--- src/rtl/pc_gen_if.sv ---
// Fetch-stage PC generator bus: redirect/hint inputs from decode/execute and
// the fetch address outputs toward instruction memory.
interface pc_gen_if #(
  parameter int unsigned XLEN = 32
);
  logic            stall;
  logic            redirect_valid;
  logic [XLEN-1:0] redirect_target;
  logic            trap_req;
  logic            halt_req;
  logic            call_hint;
  logic            ret_hint;
  logic [XLEN-1:0] pc_current;
  logic [XLEN-1:0] pc_next;
  logic            fetch_valid;
  logic            halted;
  logic            misaligned_err;
  logic            ras_empty;

  modport master (
    output stall, redirect_valid, redirect_target, trap_req, halt_req,
           call_hint, ret_hint,
    input  pc_current, pc_next, fetch_valid, halted, misaligned_err, ras_empty
  );

  modport slave (
    input  stall, redirect_valid, redirect_target, trap_req, halt_req,
           call_hint, ret_hint,
    output pc_current, pc_next, fetch_valid, halted, misaligned_err, ras_empty
  );
endinterface

--- src/rtl/pc_gen.sv ---
// Program-counter generator: BOOT/RUN/HALT control, trap/redirect vectoring,
// misalignment trapping. Define PC_RAS_EN to add the return-address stack.
module pc_gen #(
  parameter int unsigned     XLEN         = 32,
  parameter logic [XLEN-1:0] RESET_VECTOR = '0,
  parameter logic [XLEN-1:0] TRAP_VECTOR  = XLEN'('h100),
  parameter int unsigned     RAS_DEPTH    = 4
) (
  input  logic     clk,
  input  logic     rst_n,
  pc_gen_if.slave  bus
);

  typedef enum logic [1:0] {BOOT, RUN, HALT} state_t;

  state_t          state_q, state_d;
  logic [XLEN-1:0] pc_q, pc_d;
  logic            fetch_valid_q, fetch_valid_d;
  logic            halted_q, halted_d;
  logic            misaligned_err_q, misaligned_err_d;

  logic [XLEN-1:0] pc_plus4;
  logic [XLEN-1:0] redir_tgt;
  logic            redir_bad;
  logic [XLEN-1:0] redir_pc;
  logic            hint_ok;
  logic            ras_hit;
  logic [XLEN-1:0] ras_top;

  assign pc_plus4  = pc_q + XLEN'(4);
  assign redir_tgt = {bus.redirect_target[XLEN-1:1], 1'b0};
  assign redir_bad = redir_tgt[1];
  assign redir_pc  = redir_bad ? TRAP_VECTOR : redir_tgt;

  // A halting fetch is not consumed, so its hints are dropped as well.
  assign hint_ok = (state_q == RUN) && !bus.trap_req && !bus.redirect_valid &&
                   !bus.halt_req && !bus.stall;

  always_comb begin
    state_d          = state_q;
    pc_d             = pc_q;
    misaligned_err_d = 1'b0;
    case (state_q)
      BOOT: state_d = RUN;
      RUN: begin
        if (bus.trap_req) begin
          pc_d = TRAP_VECTOR;
        end else if (bus.redirect_valid) begin
          pc_d             = redir_pc;
          misaligned_err_d = redir_bad;
        end else if (bus.halt_req) begin
          state_d = HALT;
        end else if (ras_hit) begin
          pc_d = ras_top;
        end else if (!bus.stall) begin
          pc_d = pc_plus4;
        end
      end
      HALT: begin
        if (bus.trap_req) begin
          pc_d    = TRAP_VECTOR;
          state_d = RUN;
        end else if (bus.redirect_valid) begin
          pc_d             = redir_pc;
          misaligned_err_d = redir_bad;
          state_d          = RUN;
        end
      end
      default: state_d = BOOT;
    endcase
    fetch_valid_d = (state_d == RUN);
    halted_d      = (state_d == HALT);
  end

  always_ff @(posedge clk or negedge rst_n) begin
    if (!rst_n) begin
      state_q          <= BOOT;
      pc_q             <= RESET_VECTOR;
      fetch_valid_q    <= 1'b0;
      halted_q         <= 1'b0;
      misaligned_err_q <= 1'b0;
    end else begin
      state_q          <= state_d;
      pc_q             <= pc_d;
      fetch_valid_q    <= fetch_valid_d;
      halted_q         <= halted_d;
      misaligned_err_q <= misaligned_err_d;
    end
  end

  assign bus.pc_current     = pc_q;
  assign bus.pc_next        = pc_d;
  assign bus.fetch_valid    = fetch_valid_q;
  assign bus.halted         = halted_q;
  assign bus.misaligned_err = misaligned_err_q;

`ifdef PC_RAS_EN
  localparam int unsigned PTR_W = $clog2(RAS_DEPTH);
  localparam int unsigned CNT_W = $clog2(RAS_DEPTH + 1);

  logic [XLEN-1:0]  ras_q [RAS_DEPTH];
  logic [XLEN-1:0]  ras_d [RAS_DEPTH];
  logic [PTR_W-1:0] sp_q, sp_d;
  logic [CNT_W-1:0] cnt_q, cnt_d;
  logic             push, pop;

  assign pop     = hint_ok && bus.ret_hint && (cnt_q != '0);
  assign push    = hint_ok && bus.call_hint;
  assign ras_hit = pop;
  assign ras_top = ras_q[sp_q];

  // sp points at the top entry; a push on a full stack wraps onto the oldest.
  always_comb begin
    ras_d = ras_q;
    sp_d  = sp_q;
    cnt_d = cnt_q;
    if (pop && push) begin
      ras_d[sp_q] = pc_plus4;
    end else if (push) begin
      sp_d        = sp_q + PTR_W'(1);
      ras_d[sp_d] = pc_plus4;
      if (cnt_q != CNT_W'(RAS_DEPTH)) cnt_d = cnt_q + CNT_W'(1);
    end else if (pop) begin
      sp_d  = sp_q - PTR_W'(1);
      cnt_d = cnt_q - CNT_W'(1);
    end
  end

  always_ff @(posedge clk or negedge rst_n) begin
    if (!rst_n) begin
      for (int unsigned i = 0; i < RAS_DEPTH; i++) ras_q[i] <= '0;
      sp_q  <= '0;
      cnt_q <= '0;
    end else begin
      ras_q <= ras_d;
      sp_q  <= sp_d;
      cnt_q <= cnt_d;
    end
  end

  assign bus.ras_empty = (cnt_q == '0);
`else
  localparam int unsigned UNUSED_RAS_DEPTH = RAS_DEPTH;
  logic unused_hints;

  assign unused_hints  = bus.call_hint ^ bus.ret_hint ^ hint_ok;
  assign ras_hit       = 1'b0;
  assign ras_top       = '0;
  assign bus.ras_empty = 1'b1;
`endif

endmodule

--- src/flat_wrapper.sv ---
// flat-port wrapper written by rule: the top's interface ports become plain ports
module pc_gen_flat 
#(
  parameter int unsigned     XLEN         = 32,
  parameter logic [XLEN-1:0] RESET_VECTOR = '0,
  parameter logic [XLEN-1:0] TRAP_VECTOR  = XLEN'('h100),
  parameter int unsigned     RAS_DEPTH    = 4
)
  (clk, rst_n, bus_stall, bus_redirect_valid, bus_redirect_target, bus_trap_req, bus_halt_req, bus_call_hint, bus_ret_hint, bus_pc_current, bus_pc_next, bus_fetch_valid, bus_halted, bus_misaligned_err, bus_ras_empty);
  pc_gen_if #(.XLEN(XLEN)) bus_i ();
  input  logic clk;
  input  logic rst_n;
  input wire logic [$bits(bus_i.stall)-1:0] bus_stall;
  input wire logic [$bits(bus_i.redirect_valid)-1:0] bus_redirect_valid;
  input wire logic [$bits(bus_i.redirect_target)-1:0] bus_redirect_target;
  input wire logic [$bits(bus_i.trap_req)-1:0] bus_trap_req;
  input wire logic [$bits(bus_i.halt_req)-1:0] bus_halt_req;
  input wire logic [$bits(bus_i.call_hint)-1:0] bus_call_hint;
  input wire logic [$bits(bus_i.ret_hint)-1:0] bus_ret_hint;
  output wire logic [$bits(bus_i.pc_current)-1:0] bus_pc_current;
  output wire logic [$bits(bus_i.pc_next)-1:0] bus_pc_next;
  output wire logic [$bits(bus_i.fetch_valid)-1:0] bus_fetch_valid;
  output wire logic [$bits(bus_i.halted)-1:0] bus_halted;
  output wire logic [$bits(bus_i.misaligned_err)-1:0] bus_misaligned_err;
  output wire logic [$bits(bus_i.ras_empty)-1:0] bus_ras_empty;
  assign bus_i.stall = bus_stall;
  assign bus_i.redirect_valid = bus_redirect_valid;
  assign bus_i.redirect_target = bus_redirect_target;
  assign bus_i.trap_req = bus_trap_req;
  assign bus_i.halt_req = bus_halt_req;
  assign bus_i.call_hint = bus_call_hint;
  assign bus_i.ret_hint = bus_ret_hint;
  assign bus_pc_current = bus_i.pc_current;
  assign bus_pc_next = bus_i.pc_next;
  assign bus_fetch_valid = bus_i.fetch_valid;
  assign bus_halted = bus_i.halted;
  assign bus_misaligned_err = bus_i.misaligned_err;
  assign bus_ras_empty = bus_i.ras_empty;
  pc_gen #(.XLEN(XLEN), .RESET_VECTOR(RESET_VECTOR), .TRAP_VECTOR(TRAP_VECTOR), .RAS_DEPTH(RAS_DEPTH)) u_core (.clk(clk), .rst_n(rst_n), .bus(bus_i));
endmodule
--- config.mk ---
export PLATFORM = sky130hd
export DESIGN_NAME = pc_gen_flat
export DESIGN_NICKNAME = d
export VERILOG_FILES = /design/src/rtl/pc_gen_if.sv /design/src/rtl/pc_gen.sv /design/src/flat_wrapper.sv
export SDC_FILE = /design/constraint.sdc
export NUM_CORES = 1
export LEC_CHECK = 0
export ABC_AREA = 1
export CAP_MARGIN = 30
export CORE_ASPECT_RATIO = 1.75
export CORE_MARGIN = 2
export CORE_UTILIZATION = 52
export CTS_BUF_LIST = sky130_fd_sc_hd__clkbuf_8
export CTS_CLUSTER_DIAMETER = 50
export DETAILED_ROUTE_END_ITERATION = 6
export GPL_TIMING_DRIVEN = 0
export PLACE_DENSITY_LB_ADDON = 0.05
export SLEW_MARGIN = 20
export SYNTH_ARGS = -nofsm -noshare
export SYNTH_HDL_FRONTEND = slang
export SYNTH_SLANG_ARGS = --single-unit
--- constraint.sdc ---
create_clock -name clk -period 6 [get_ports clk]
set_input_delay 1.2 -clock clk [delete_from_list [all_inputs] [get_ports clk]]
set_output_delay 1.2 -clock clk [all_outputs]
set_load 0.02 [all_outputs]
Fig. 1: clock distribution
Bar = 20 um.
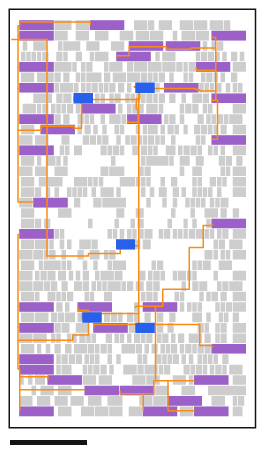
clock-net drivers: drawn in blue, count 5. clock wires: drawn in orange, length 639 um. flip-flops: drawn in purple, count 37.
Position of the flops: all over the die. There are 6 routed clock nets.

Fig. 2: signal metal coverage by tile
Bar = 20 um. The die is cut into 13 by 22 equal tiles; white is low, dark blue is high, scaled to the fullest tile. Values are wire area over tile area, all layers added.
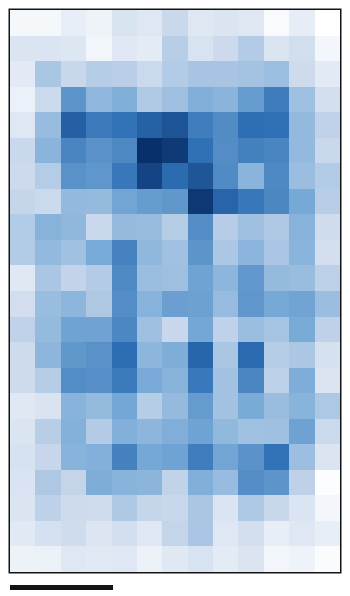
The fullest tile reaches 0.84. 0.70% of the tiles are nearly empty. The mean over all tiles is 0.32. 27% of the tiles are over half the peak.

Fig. 3: zoomed window
Window x 12 to 52, y 34 to 74 um. Cells in grey, sequential cells in the stronger grey; small squares are vias.
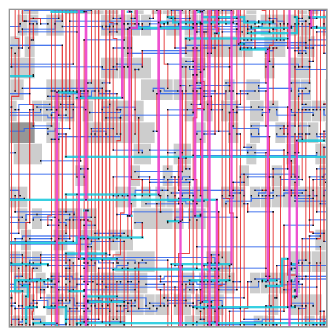
M2: drawn in red. M3: drawn in cyan. M4: drawn in magenta. M1: drawn in blue.
Most frequent: nand2_1 (51), nor2_1 (33), inv_1 (16). Sequential cells in the window: 0. 166 logic cells have their middle in the window.

Fig. 4: clock routing
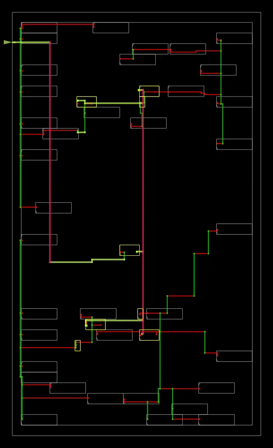
CTS sink count: 37
CTS buffer count: 5
Setup Skew: 0.0135 ns
clkbuf count: 5

Fig. 5: signal wires on met3
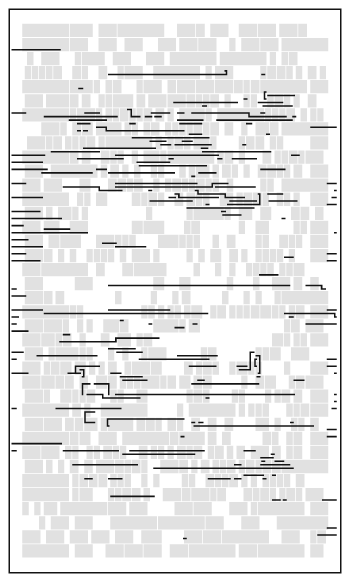
The layer holds 8.1% of the routed length. The longest straight run is 35.0 um. The wires run mostly horizontal.

==> run summary <==
fresh numbers from the pnr run: worst path required time=4.80 ns, fp_density=0.531, area post-placement=4410 um2, Simple-Gate Fraction of Synth Area=0.415, M1 wire length=approximately 4300 um, WHS Endpoint=u_core.bus.pc_current[0], Min Hold Slack=0.527 ns, Most common reg cell=dfrtp_1, Cell area leaders=dfrtp_1 (28%), nand2_1 (15%), nor2_1 (12%), o21ai_0 (8.1%), a21oi_1 (6.8%), Largest delay share family, worst path=buffers and inverters, drt pass-1 iters=6, P_clk=0.176 mW, CP startpoint=bus_redirect_valid, vias=between 4k and 5k, Worst Path Max Fanout=10, Worst R2R Start=u_core.state_q[0], buffers outside the clock class=126, clock period minus worst slack=4.95 ns, Largest register FFs=32, Worst Slack Setup Final=1.05 ns, top sig layer=met4, Slew HR=0.529, status=complete, no violations, Seq pwr share=0.231, # DRC=0
[placed cells by master (no fill, tap or decap), types with 2 or more instances in the layout]
| cell type | n |
|---|---|
| clkdlybuf4s50_1 | 102 |
| nand4_1 | 6 |
| clkbuf_1 | 9 |
| dfrtp_1 | 37 |
| o21ai_1 | 3 |
| nor2_4 | 4 |
| nand2_2 | 6 |
| buf_4 | 3 |
| nand3_1 | 32 |
| nand2_1 | 128 |
| ha_1 | 5 |
| nor3_1 | 7 |
| nand3_2 | 4 |
| inv_1 | 47 |
| nand3b_1 | 4 |
| o21ai_0 | 53 |
| clkbuf_8 | 5 |
| nor2_2 | 10 |
| buf_1 | 3 |
| a21oi_1 | 44 |
| o211ai_1 | 4 |
| o22ai_1 | 2 |
| nor2_1 | 102 |
| buf_2 | 7 |
| inv_2 | 2 |
Power figures rest on the tool's default switching activity, not on a simulated workload.
